Signal wires on met1:
Supply wires on this layer in grey.
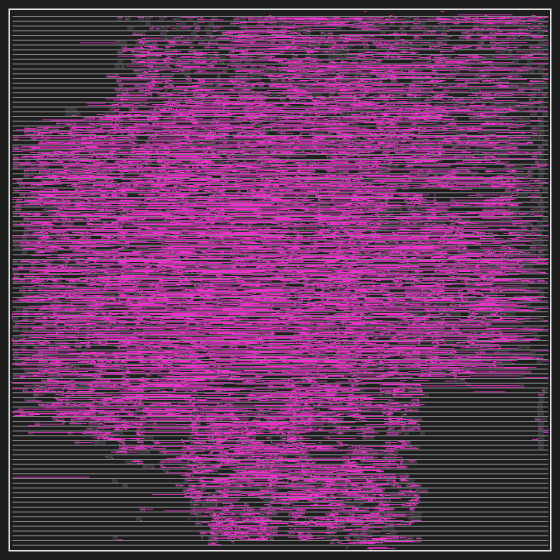
Register map, names as in the netlist:
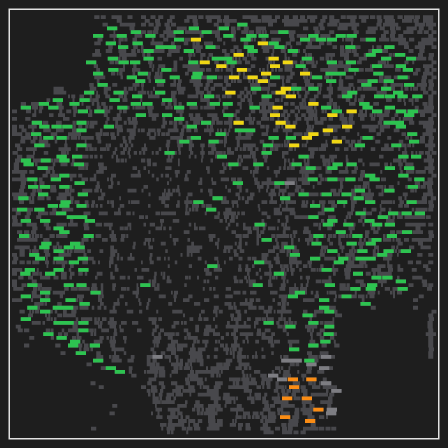
Track usage over the die:
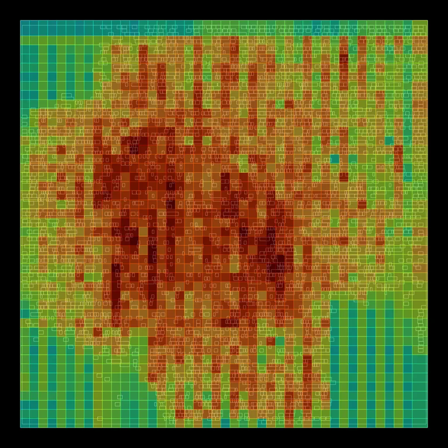
M2 wires:
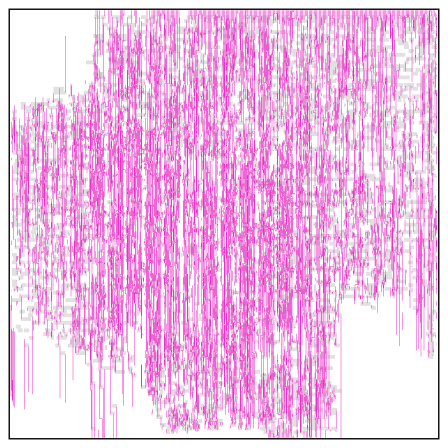
==> config.mk <==
export PLATFORM = sky130hd
export DESIGN_NAME = cim_seq_flat
export DESIGN_NICKNAME = d
export VERILOG_FILES = /design/src/rtl/cim_seq_if.sv /design/src/rtl/cim_seq.sv /design/src/flat_wrapper.sv
export SDC_FILE = /design/constraint.sdc
export NUM_CORES = 1
export LEC_CHECK = 0
export CORE_MARGIN = 1
export CORE_UTILIZATION = 29
export CTS_CLUSTER_DIAMETER = 100
export CTS_CLUSTER_SIZE = 24
export DETAILED_ROUTE_END_ITERATION = 8
export HOLD_SLACK_MARGIN = 0.06
export PLACE_DENSITY = 0.54
export RECOVER_POWER = 25
export SKIP_LAST_GASP = 1
export SLEW_MARGIN = 20
export SYNTH_ARGS = -nofsm -noshare
export SYNTH_HDL_FRONTEND = slang
export SYNTH_SLANG_ARGS = --single-unit
export TNS_END_PERCENT = 5
==> constraint.sdc <==
create_clock -name clk_i -period 17.95 [get_ports clk_i]
set_input_delay 3.59 -clock clk_i [delete_from_list [all_inputs] [get_ports clk_i]]
set_output_delay 3.59 -clock clk_i [all_outputs]
set_load 0.01 [all_outputs]
==> impl_metrics.tcl <==
# flow metrics
set metrics [dict create \
    status "finished, violations left" \
    violations "capacitance limit, slew limit" \
    rsz0062_at_grt "no" \
    end_kind "register" \
    post_layout_nonfiller_instances 5153 \
    grt_pass1_vias 27567 \
    buffer_area_share_pct 18.9 \
    fp_util_pct 29.5 \
    enable_flop_cells 0 \
    place_area_sq_um 32900 \
    ys_cells 3657 \
    drv_slew 179 \
    synthCells 3657 \
    layout.nets 3973 \
    path_cells "clkbuf_1 > clkbuf_1 > nor2_1 > a31oi_1 > nand2_1" \
    slew_headroom_pct -447 \
    ctsResizeCount 0 \
    antennaDiodeCount 3 \
    hold_ws_ns 0.455 \
    yosysMostFrequentCell "nand2_1" \
    n_tap_cell 1243 \
    core_region_area_sq_um 92400 \
    maxCapViolCount 2 \
    layout_top_cell "nand2_1" \
    n_clock_buffer 29 \
    switching_share_pct 60.4 \
    dieHeight_um 308 \
    wl_met2_um 71900 \
    async_reset_ff_share_pct 0 \
    tightest_slew_ns 8.20 \
    largest_class "combinational gates" \
    common_cells "nand2_1 (409), dfxtp_1 (399), a21oi_1 (337), nor2_1 (318), o21ai_0 (299)" \
    mux_area_share_pct 2.00 \
    grt_max_degree 159 \
]
Notes on 'signal wires on met1' above:
- longest straight run: 89.7 um
- nets with wire on the layer: 3649
- wire length on this layer: 71.6 mm
- main direction: horizontal
routed vias: 31322
Post-Route WL: 171000 um

Notes on 'register map, names as in the netlist' above:
- yellow: u_core.r_seed (flops 32)
- orange: u_core.r_target (flops 8)
- green: u_core.bus.cim_o (flops 346)
register area: 7990 sq um
P_seq: 1210 uW
sequential share of cell area: 23.6%

Notes on 'track usage over the die' above:
met3 Resource Use GR: 10.0%
met2 usage: 50.5%
Top Usage Layer GRT: met2
met1 GRT Util: 46.8%

Notes on 'M2 wires' above:
- wire length on this layer: 71.9 mm
- longest straight run: 151 um
- nets with wire on the layer: 3173
- share of all routed wire: 42%

Power is estimated from default activity; no workload was simulated.
